--- src/rtl/cacheline_mem_arbiter_pkg.sv ---
// Shared types and constants for the cacheline memory arbiter.
package mem_arb_pkg;

   localparam int BURST_LEN        = 4;
   localparam int BEAT_W           = 64;
   localparam int LINE_WIDTH       = BURST_LEN * BEAT_W;
   localparam int LINE_OFFSET_BITS = 5;
   localparam int BEAT_IDX_W       = $clog2(BURST_LEN);

   typedef enum logic [2:0] {
      IDLE,
      WRITE,
      READ_REQ,
      READ_WAIT,
      RESP
   } arb_state_t;

   typedef enum logic {
      CLIENT_I,
      CLIENT_D
   } client_t;

   // Align an address down to the start of its cacheline.
   function automatic logic [31:0] line_base(input logic [31:0] addr);
      return {addr[31:LINE_OFFSET_BITS], LINE_OFFSET_BITS'(0)};
   endfunction

endpackage

--- src/rtl/cacheline_mem_arbiter_if.sv ---
// Bundle of the two cache client ports and the burst memory port.
// The master side is the arbiter; the slave side is the caches plus memory.
interface cacheline_mem_arbiter_if;
   import mem_arb_pkg::*;

   logic [31:0]           i_addr;
   logic                  i_read;
   logic [LINE_WIDTH-1:0] i_rdata;
   logic                  i_resp;

   logic [31:0]           d_addr;
   logic                  d_read;
   logic                  d_write;
   logic [LINE_WIDTH-1:0] d_wdata;
   logic [LINE_WIDTH-1:0] d_rdata;
   logic                  d_resp;

   logic [31:0]           mem_addr;
   logic                  mem_read;
   logic                  mem_write;
   logic [BEAT_W-1:0]     mem_wdata;
   logic                  mem_ready;
   logic [BEAT_W-1:0]     mem_rdata;
   logic [31:0]           mem_raddr;
   logic                  mem_rvalid;

   modport master (
      input  i_addr, i_read, d_addr, d_read, d_write, d_wdata,
             mem_ready, mem_rdata, mem_raddr, mem_rvalid,
      output i_rdata, i_resp, d_rdata, d_resp,
             mem_addr, mem_read, mem_write, mem_wdata
   );

   modport slave (
      output i_addr, i_read, d_addr, d_read, d_write, d_wdata,
             mem_ready, mem_rdata, mem_raddr, mem_rvalid,
      input  i_rdata, i_resp, d_rdata, d_resp,
             mem_addr, mem_read, mem_write, mem_wdata
   );

endinterface

--- src/rtl/cacheline_mem_arbiter_rr_arbiter2.sv ---
// Two-input round-robin grant: a tie goes to the client not served last.
module rr_arbiter2
   import mem_arb_pkg::*;
(
   input  logic    clk,
   input  logic    rst,
   input  logic    req_i,
   input  logic    req_d,
   input  logic    take,
   output logic    gnt_valid,
   output client_t gnt
);

   client_t last_grant;

   // Pick the winner from the current requests and the previous winner.
   always_comb begin
      gnt_valid = req_i | req_d;
      gnt       = CLIENT_I;
      if (req_i && req_d) begin
         gnt = (last_grant == CLIENT_I) ? CLIENT_D : CLIENT_I;
      end else if (req_d) begin
         gnt = CLIENT_D;
      end
   end

   // Remember who won, only when the grant is actually taken; starts at D so the first tie goes to I.
   always_ff @(posedge clk or negedge rst) begin
      if (!rst) begin
         last_grant <= CLIENT_D;
      end else if (take && gnt_valid) begin
         last_grant <= gnt;
      end
   end

endmodule

--- src/rtl/cacheline_mem_arbiter.sv ---
// Shares one 64-bit burst memory port between the I-cache and D-cache,
// one cacheline at a time: writes go out as four beats, reads collect four
// address-tagged return beats into a line.
module cacheline_mem_arbiter
   import mem_arb_pkg::*;
(
   input  logic                    clk,
   input  logic                    rst,
   cacheline_mem_arbiter_if.master bus
);

   arb_state_t            state;
   arb_state_t            state_next;
   logic [BEAT_IDX_W-1:0] beat;
   logic [31:0]           line_addr;
   client_t               owner;
   logic [LINE_WIDTH-1:0] wdata_q;
   logic [LINE_WIDTH-1:0] i_rdata_q;
   logic [LINE_WIDTH-1:0] d_rdata_q;
   logic                  gnt_valid;
   client_t               gnt;
   logic                  last_beat;
   logic                  rd_hit;
   logic                  gnt_write;

   rr_arbiter2 u_rr (
      .clk       (clk),
      .rst       (rst),
      .req_i     (bus.i_read),
      .req_d     (bus.d_read | bus.d_write),
      .take      (state == IDLE),
      .gnt_valid (gnt_valid),
      .gnt       (gnt)
   );

   assign last_beat = (beat == BEAT_IDX_W'(BURST_LEN - 1));
   // Return beats tagged with another line belong to nobody here and are dropped.
   assign rd_hit    = bus.mem_rvalid && (bus.mem_raddr == line_addr);
   assign gnt_write = (gnt == CLIENT_D) && bus.d_write;

   // State register.
   always_ff @(posedge clk or negedge rst) begin
      if (!rst) begin
         state <= IDLE;
      end else begin
         state <= state_next;
      end
   end

   // Next-state decode.
   always_comb begin
      state_next = state;
      case (state)
         IDLE:      if (gnt_valid) state_next = gnt_write ? WRITE : READ_REQ;
         WRITE:     if (bus.mem_ready && last_beat) state_next = RESP;
         READ_REQ:  if (bus.mem_ready) state_next = READ_WAIT;
         READ_WAIT: if (rd_hit && last_beat) state_next = RESP;
         RESP:      state_next = IDLE;
         default:   state_next = IDLE;
      endcase
   end

   // Latch the granted transaction, count beats and assemble returned lines.
   always_ff @(posedge clk or negedge rst) begin
      if (!rst) begin
         beat      <= '0;
         line_addr <= '0;
         owner     <= CLIENT_I;
         wdata_q   <= '0;
         i_rdata_q <= '0;
         d_rdata_q <= '0;
      end else begin
         case (state)
            IDLE: begin
               if (gnt_valid) begin
                  owner     <= gnt;
                  beat      <= '0;
                  line_addr <= line_base((gnt == CLIENT_I) ? bus.i_addr : bus.d_addr);
                  if (gnt_write) wdata_q <= bus.d_wdata;
               end
            end
            WRITE: begin
               if (bus.mem_ready) beat <= beat + 1'b1;
            end
            READ_WAIT: begin
               if (rd_hit) begin
                  beat <= beat + 1'b1;
                  if (owner == CLIENT_I) begin
                     i_rdata_q[BEAT_W*int'(beat) +: BEAT_W] <= bus.mem_rdata;
                  end else begin
                     d_rdata_q[BEAT_W*int'(beat) +: BEAT_W] <= bus.mem_rdata;
                  end
               end
            end
            default: ;
         endcase
      end
   end

   // Memory port and completion pulses decoded from registered state only.
   always_comb begin
      bus.mem_read  = 1'b0;
      bus.mem_write = 1'b0;
      bus.mem_addr  = '0;
      bus.mem_wdata = '0;
      bus.i_resp    = 1'b0;
      bus.d_resp    = 1'b0;
      case (state)
         WRITE: begin
            bus.mem_write = 1'b1;
            bus.mem_addr  = line_addr;
            bus.mem_wdata = wdata_q[BEAT_W*int'(beat) +: BEAT_W];
         end
         READ_REQ: begin
            bus.mem_read = 1'b1;
            bus.mem_addr = line_addr;
         end
         RESP: begin
            bus.i_resp = (owner == CLIENT_I);
            bus.d_resp = (owner == CLIENT_D);
         end
         default: ;
      endcase
   end

   assign bus.i_rdata = i_rdata_q;
   assign bus.d_rdata = d_rdata_q;

endmodule

--- src/flat_wrapper.sv ---
// flat-port wrapper written by rule: the top's interface ports become plain ports
module cacheline_mem_arbiter_flat import mem_arb_pkg::*;
  (clk, rst, bus_i_addr, bus_i_read, bus_d_addr, bus_d_read, bus_d_write, bus_d_wdata, bus_mem_ready, bus_mem_rdata, bus_mem_raddr, bus_mem_rvalid, bus_i_rdata, bus_i_resp, bus_d_rdata, bus_d_resp, bus_mem_addr, bus_mem_read, bus_mem_write, bus_mem_wdata);
  cacheline_mem_arbiter_if bus_i ();
  input  logic clk;
  input  logic rst;
  input wire logic [$bits(bus_i.i_addr)-1:0] bus_i_addr;
  input wire logic [$bits(bus_i.i_read)-1:0] bus_i_read;
  input wire logic [$bits(bus_i.d_addr)-1:0] bus_d_addr;
  input wire logic [$bits(bus_i.d_read)-1:0] bus_d_read;
  input wire logic [$bits(bus_i.d_write)-1:0] bus_d_write;
  input wire logic [$bits(bus_i.d_wdata)-1:0] bus_d_wdata;
  input wire logic [$bits(bus_i.mem_ready)-1:0] bus_mem_ready;
  input wire logic [$bits(bus_i.mem_rdata)-1:0] bus_mem_rdata;
  input wire logic [$bits(bus_i.mem_raddr)-1:0] bus_mem_raddr;
  input wire logic [$bits(bus_i.mem_rvalid)-1:0] bus_mem_rvalid;
  output wire logic [$bits(bus_i.i_rdata)-1:0] bus_i_rdata;
  output wire logic [$bits(bus_i.i_resp)-1:0] bus_i_resp;
  output wire logic [$bits(bus_i.d_rdata)-1:0] bus_d_rdata;
  output wire logic [$bits(bus_i.d_resp)-1:0] bus_d_resp;
  output wire logic [$bits(bus_i.mem_addr)-1:0] bus_mem_addr;
  output wire logic [$bits(bus_i.mem_read)-1:0] bus_mem_read;
  output wire logic [$bits(bus_i.mem_write)-1:0] bus_mem_write;
  output wire logic [$bits(bus_i.mem_wdata)-1:0] bus_mem_wdata;
  assign bus_i.i_addr = bus_i_addr;
  assign bus_i.i_read = bus_i_read;
  assign bus_i.d_addr = bus_d_addr;
  assign bus_i.d_read = bus_d_read;
  assign bus_i.d_write = bus_d_write;
  assign bus_i.d_wdata = bus_d_wdata;
  assign bus_i.mem_ready = bus_mem_ready;
  assign bus_i.mem_rdata = bus_mem_rdata;
  assign bus_i.mem_raddr = bus_mem_raddr;
  assign bus_i.mem_rvalid = bus_mem_rvalid;
  assign bus_i_rdata = bus_i.i_rdata;
  assign bus_i_resp = bus_i.i_resp;
  assign bus_d_rdata = bus_i.d_rdata;
  assign bus_d_resp = bus_i.d_resp;
  assign bus_mem_addr = bus_i.mem_addr;
  assign bus_mem_read = bus_i.mem_read;
  assign bus_mem_write = bus_i.mem_write;
  assign bus_mem_wdata = bus_i.mem_wdata;
  cacheline_mem_arbiter u_core (.clk(clk), .rst(rst), .bus(bus_i));
endmodule
--- config.mk ---
export PLATFORM = sky130hd
export DESIGN_NAME = cacheline_mem_arbiter_flat
export DESIGN_NICKNAME = d
export VERILOG_FILES = /design/src/rtl/cacheline_mem_arbiter_pkg.sv /design/src/rtl/cacheline_mem_arbiter_if.sv /design/src/rtl/cacheline_mem_arbiter_rr_arbiter2.sv /design/src/rtl/cacheline_mem_arbiter.sv /design/src/flat_wrapper.sv
export SDC_FILE = /design/constraint.sdc
export NUM_CORES = 1
export LEC_CHECK = 0
export ABC_CLOCK_PERIOD_IN_PS = 5900
export CORE_AREA = 4 4 398 400
export DETAILED_ROUTE_END_ITERATION = 16
export DIE_AREA = 0 0 402 404
export GPL_TIMING_DRIVEN = 0
export PLACE_DENSITY = 0.48
export SLEW_MARGIN = 20
export SYNTH_ARGS = -nofsm -noshare
export SYNTH_HDL_FRONTEND = slang
export SYNTH_SLANG_ARGS = --single-unit
--- constraint.sdc ---
create_clock -name clk -period 5.9 [get_ports clk]
set_input_delay 1.18 -clock clk [delete_from_list [all_inputs] [get_ports clk]]
set_output_delay 1.18 -clock clk [all_outputs]
set_load 0.02 [all_outputs]
==> out/notes.md, run 1 <==
The run finished with clean final reports. Met1 wire length: 61.0 mm. Per the power-grid run, VDD falls by no more than 0.210 mV. The worst setup path is launched from a flip-flop. In the global route stage, met3 resource usage came out at 6.99%. With the top-level I/O count at 1,035, the clock slew seen by the registers of the worst setup and hold paths is 0.07 ns. The design has 802 sequential cells. TritonCTS built the clock tree.

The area share of fa/ha/maj cells after synthesis works out to 0.181%. The fraction of cell area in multi-input combinational cells is reported as 26.6%. The worst register-to-register path ends at u_core.bus.d_rdata[7]. The sequential cells in the finished layout cover a total of 20,100 µm². The xor/xnor share of the synthesized area works out to 0.685%. STA lists the startpoint of the worst register-to-register path as u_core.beat[1]. Via total after detailed routing: 23,722.

The tools report the number of global-route vias before repair as 25,596. The logs give 0.419 ns for the worst-case setup margin in the final layout and 0.872 for the last weighted congestion value of the routability-driven placer. Per the detail_route report, vias per standard cell equal 4.23. The fraction of final layout cells sized beyond drive strength 1 came out at 30.5%.

The chip area line in the Yosys stat output reads 34,500 µm². The sequential cell area share was 39.4%. Per the detail_route report, DRC violations left total 0.

The clock network accounts for 49.3% of the total power. Cell internal power was estimated by the tool at 9.65 mW. The most critical setup path has its endpoint at bus_mem_wdata[62]. The total chip power is 12.6 mW, and the number of DRC markers after the initial detailed-route iteration is 946.

With the cell total after placement at 5,404, the post-route worst hold slack is 0.393 ns. The synth_stat.txt file lists the number of cells as 2,308. Number of warning messages in the yosys log: 0.

After synthesis, the mean cell area works out to 15.0 µm². The critical path is of the flip-flop to output pin type. According to the tapcell log, the count of inserted taps is 2,058. In this run the worst path has a maximum fanout of 10.

Counting pins that exceed their max-slew limit in the final report gives 0. Measured against the total synthesized area, the mux share comes to 30.0%. The logs give 13.4 mm for the amount of wire on met3 after detailed routing and 0 for the count of final setup violators. The logs give 0.723 mW for the power in combinational cells and 47,600 µm² for the cell area reported after detailed placement. The run gives 45.0% as the fraction of power consumed by sequential logic.
-- run 1: critical path, cell delays in order, from the launching register on --
cell	delay [ns]
dfrtp_1	0.37
clkbuf_1	0.46
buf_2	0.45
clkdlybuf4s15_1	0.82
mux4_2	0.58
and2_1	0.17
clkdlybuf4s50_1	0.72
-- run 1: flip-flops by register name, indices dropped and copies added (netlist names) --
name                    cells
u_core.beat                 2
u_core.bus.d_rdata        256
u_core.bus.i_rdata        256
u_core.line_addr           27
u_core.owner                1
u_core.state                3
u_core.u_rr.last_grant      1
u_core.wdata_q            256
==> run_1/class_map.png <==
Scale: 1 px per µm. Fill, decap, tap and diode cells in gray.
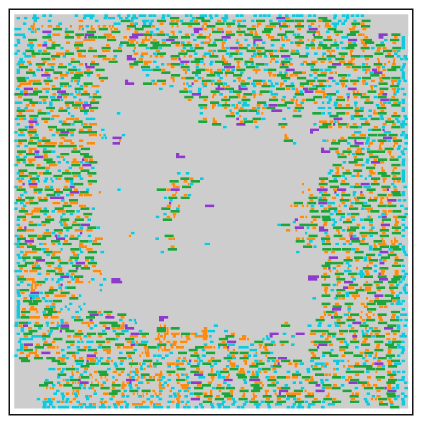
cyan -> remaining buffers and delay cells  # cells 1,173, share of their area 24%
purple -> clock drivers and dummy loads  # cells 184, share of their area 6.8%
orange -> remaining logic cells  # cells 1,371, share of their area 28%
green -> registers  # cells 802, share of their area 42%

==> run_1/m1.png <==
Scale: 1 px per µm.
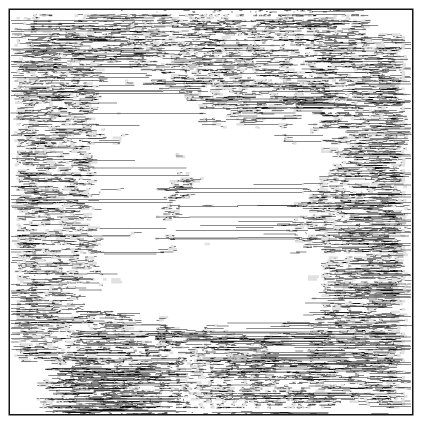
main direction = horizontal
wire length on this layer = 61.0 mm
share of all routed wire = 40%
longest straight run = 173 µm

==> run_1/util_map.png <==
20 x 20 tiles, from black (low) to pale yellow (high), 0 to 100% covered.
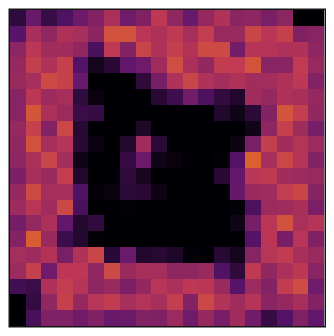
densest ninth of the die = north-east
nearly empty tiles = 19%
emptiest ninth of the die = center
fullest tile = 62%
mean over tiles = 30%
Final Core Density: 32.8%
pre-placement core utilization: 22.2%
Core Box Area: 155,000 µm²

==> run_1/clock_nets.png <==
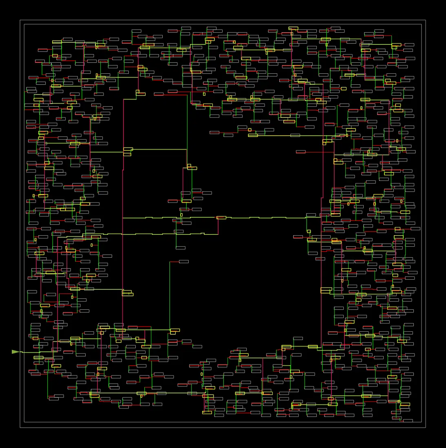
clk pwr: 6.23 mW
total of clock buffers placed in the layout: 153
clk_lat worst skew: 0.69 ns
TritonCTS buffer count: 99
worst-case clock skew: 0.0529 ns

## Run 2: what changed since run 1
- CORE_AREA: 4 4 398 400 -> 4 4 406 408
- DIE_AREA: 0 0 402 404 -> 0 0 410 412
- GPL_TIMING_DRIVEN: 0 -> 1
- PLACE_DENSITY: 0.48 -> 0.46
- SYNTH_HIERARCHICAL: default -> 1
==> run_2/clock_nets.png <==
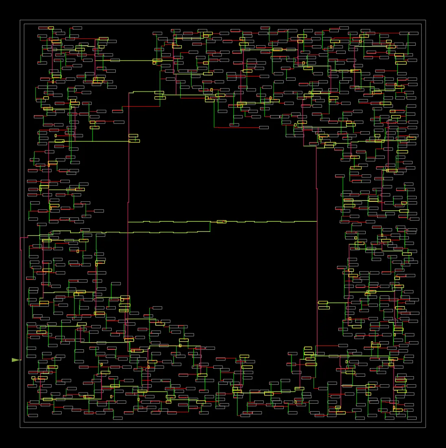
worst-case clock skew: 0.0640 ns
clk_lat worst skew: 0.72 ns
TritonCTS buffer count: 100
total of clock buffers placed in the layout: 147
clk pwr: 6.46 mW

==> run 2 against run 1 <==
Effect of this change:
- utilization down 1.8 points
- first-iteration DRC count is 42% higher
- total power is 12% higher
- clock skew up 0.011 ns
- die size up 4.0%
- area after synthesis is 2.4% lower
- sequential power increased by 5.6%
- via count down 0.51%
==> out/notes.md, run 2 <==
The run finished with clean final reports. STA classifies the critical path startpoint as a flip-flop. The number of warning messages in the yosys log came out at 6 (+6). With the met3 global-route usage at 5.82% (-1.2 points), the number of cells in the yosys synthesis report is 2,283 (-1.1%). The tools report the peak supply drop as 0.234 mV (+11%).

The critical setup path kind is flip-flop to output pin. The gate family responsible for the most delay along the worst path was buffers and inverters. The sequential cell area share is 40.0% (+0.64 points).

The xor/xnor share of the synthesized area is 0.702% (+0.017 points). Internal power: 10.5 mW (+8.3%). The run gives 1.34 ns (+0.918 ns) for the worst-case setup margin in the final layout. The post-route worst hold slack was 0.482 ns (+0.0893 ns). The count of flip-flops and latches came out at 802 (unchanged). The top-level I/O count is 1,035 (unchanged), and the well tap count is 2,175 (+5.7%).

The tools report the total chip power as 14.2 mW (+12%). The share of final layout cell area taken by non-clock buffers was 21.6%; the max-slew violation count was 0 (unchanged). Count of final setup violators: 0 (unchanged). TritonCTS built the clock tree. Remaining design rule violation count: 0 (unchanged). The critical path's slowest stage uses the library cell clkdlybuf4s50_1.

The multiplexer share of the synthesized area works out to 26.5% (-3.5 points). For the number of DRC markers after the initial detailed-route iteration, the log shows 1,348 (+42%). The power in combinational cells is 1.71 mW (+140%).

The detail-routed via count per cell is 4.24 (+0.24%). The cell area reported after detailed placement was 46,700 µm² (-1.9%); the area share of fa/ha/maj cells after synthesis was 0.186% (+0.0044 points). The multi-input gate share of the layout cell area was 26.0% (-0.60 points).

The clock power share is 45.6% (-3.7 points), and the highest net fanout along the worst path is 64 (+54). The run gives 24,931 (-2.6%) for the number of global-route vias before repair. The tools report the share of the core filled with cells in the final layout as 31.0% (-1.8 points). The critical path buffer and inverter count is 3 (-1). The synthesized area per cell came out at 14.8 µm² (-1.3%).

For the chip area line of the yosys report, the log shows 33,700 µm² (-2.4%). The logs give 23,602 (-0.51%) for the via total after detailed routing and 42.4% (-2.6 points) for the fraction of power consumed by sequential logic. Area taken by flip-flops and latches: 20,100 µm² (about the same). The amount of wire on met3 after detailed routing was 12.4 mm (-7.5%).

The area inside the core boundary is 162,000 µm² (+4.1%), and the cell total after placement is 5,380 (-0.44%). The run gives 20.8% (-1.4 points) as the floorplan core density. The cell sequence reported for the critical path is inv_1 -> nand2_1 -> nor2_4 -> buf_4 -> and2_1 -> clkdlybuf4s50_1.
==> run 2: path summary, 6_finish.rpt <==
path / depth (start not counted) / to / startpoint / slack [ns]
setup / recovery: 6 / bus_mem_wdata[49] / u_core/state[2] / 1.34
hold / removal: 1 / u_core/bus.i_rdata[125] / u_core/bus.i_rdata[125] / 0.48
setup reg to reg: 7 / u_core/bus.d_rdata[74] / u_core/line_addr[14] / 2.15
hold reg to reg: 1 / u_core/bus.i_rdata[125] / u_core/bus.i_rdata[125] / 0.48
max in group asynchronous: 2 / u_core/wdata_q[1] / rst / 3.94
min in group asynchronous: 1 / u_core/wdata_q[37] / rst / 0.53
Power and IR drop assume default switching activity.
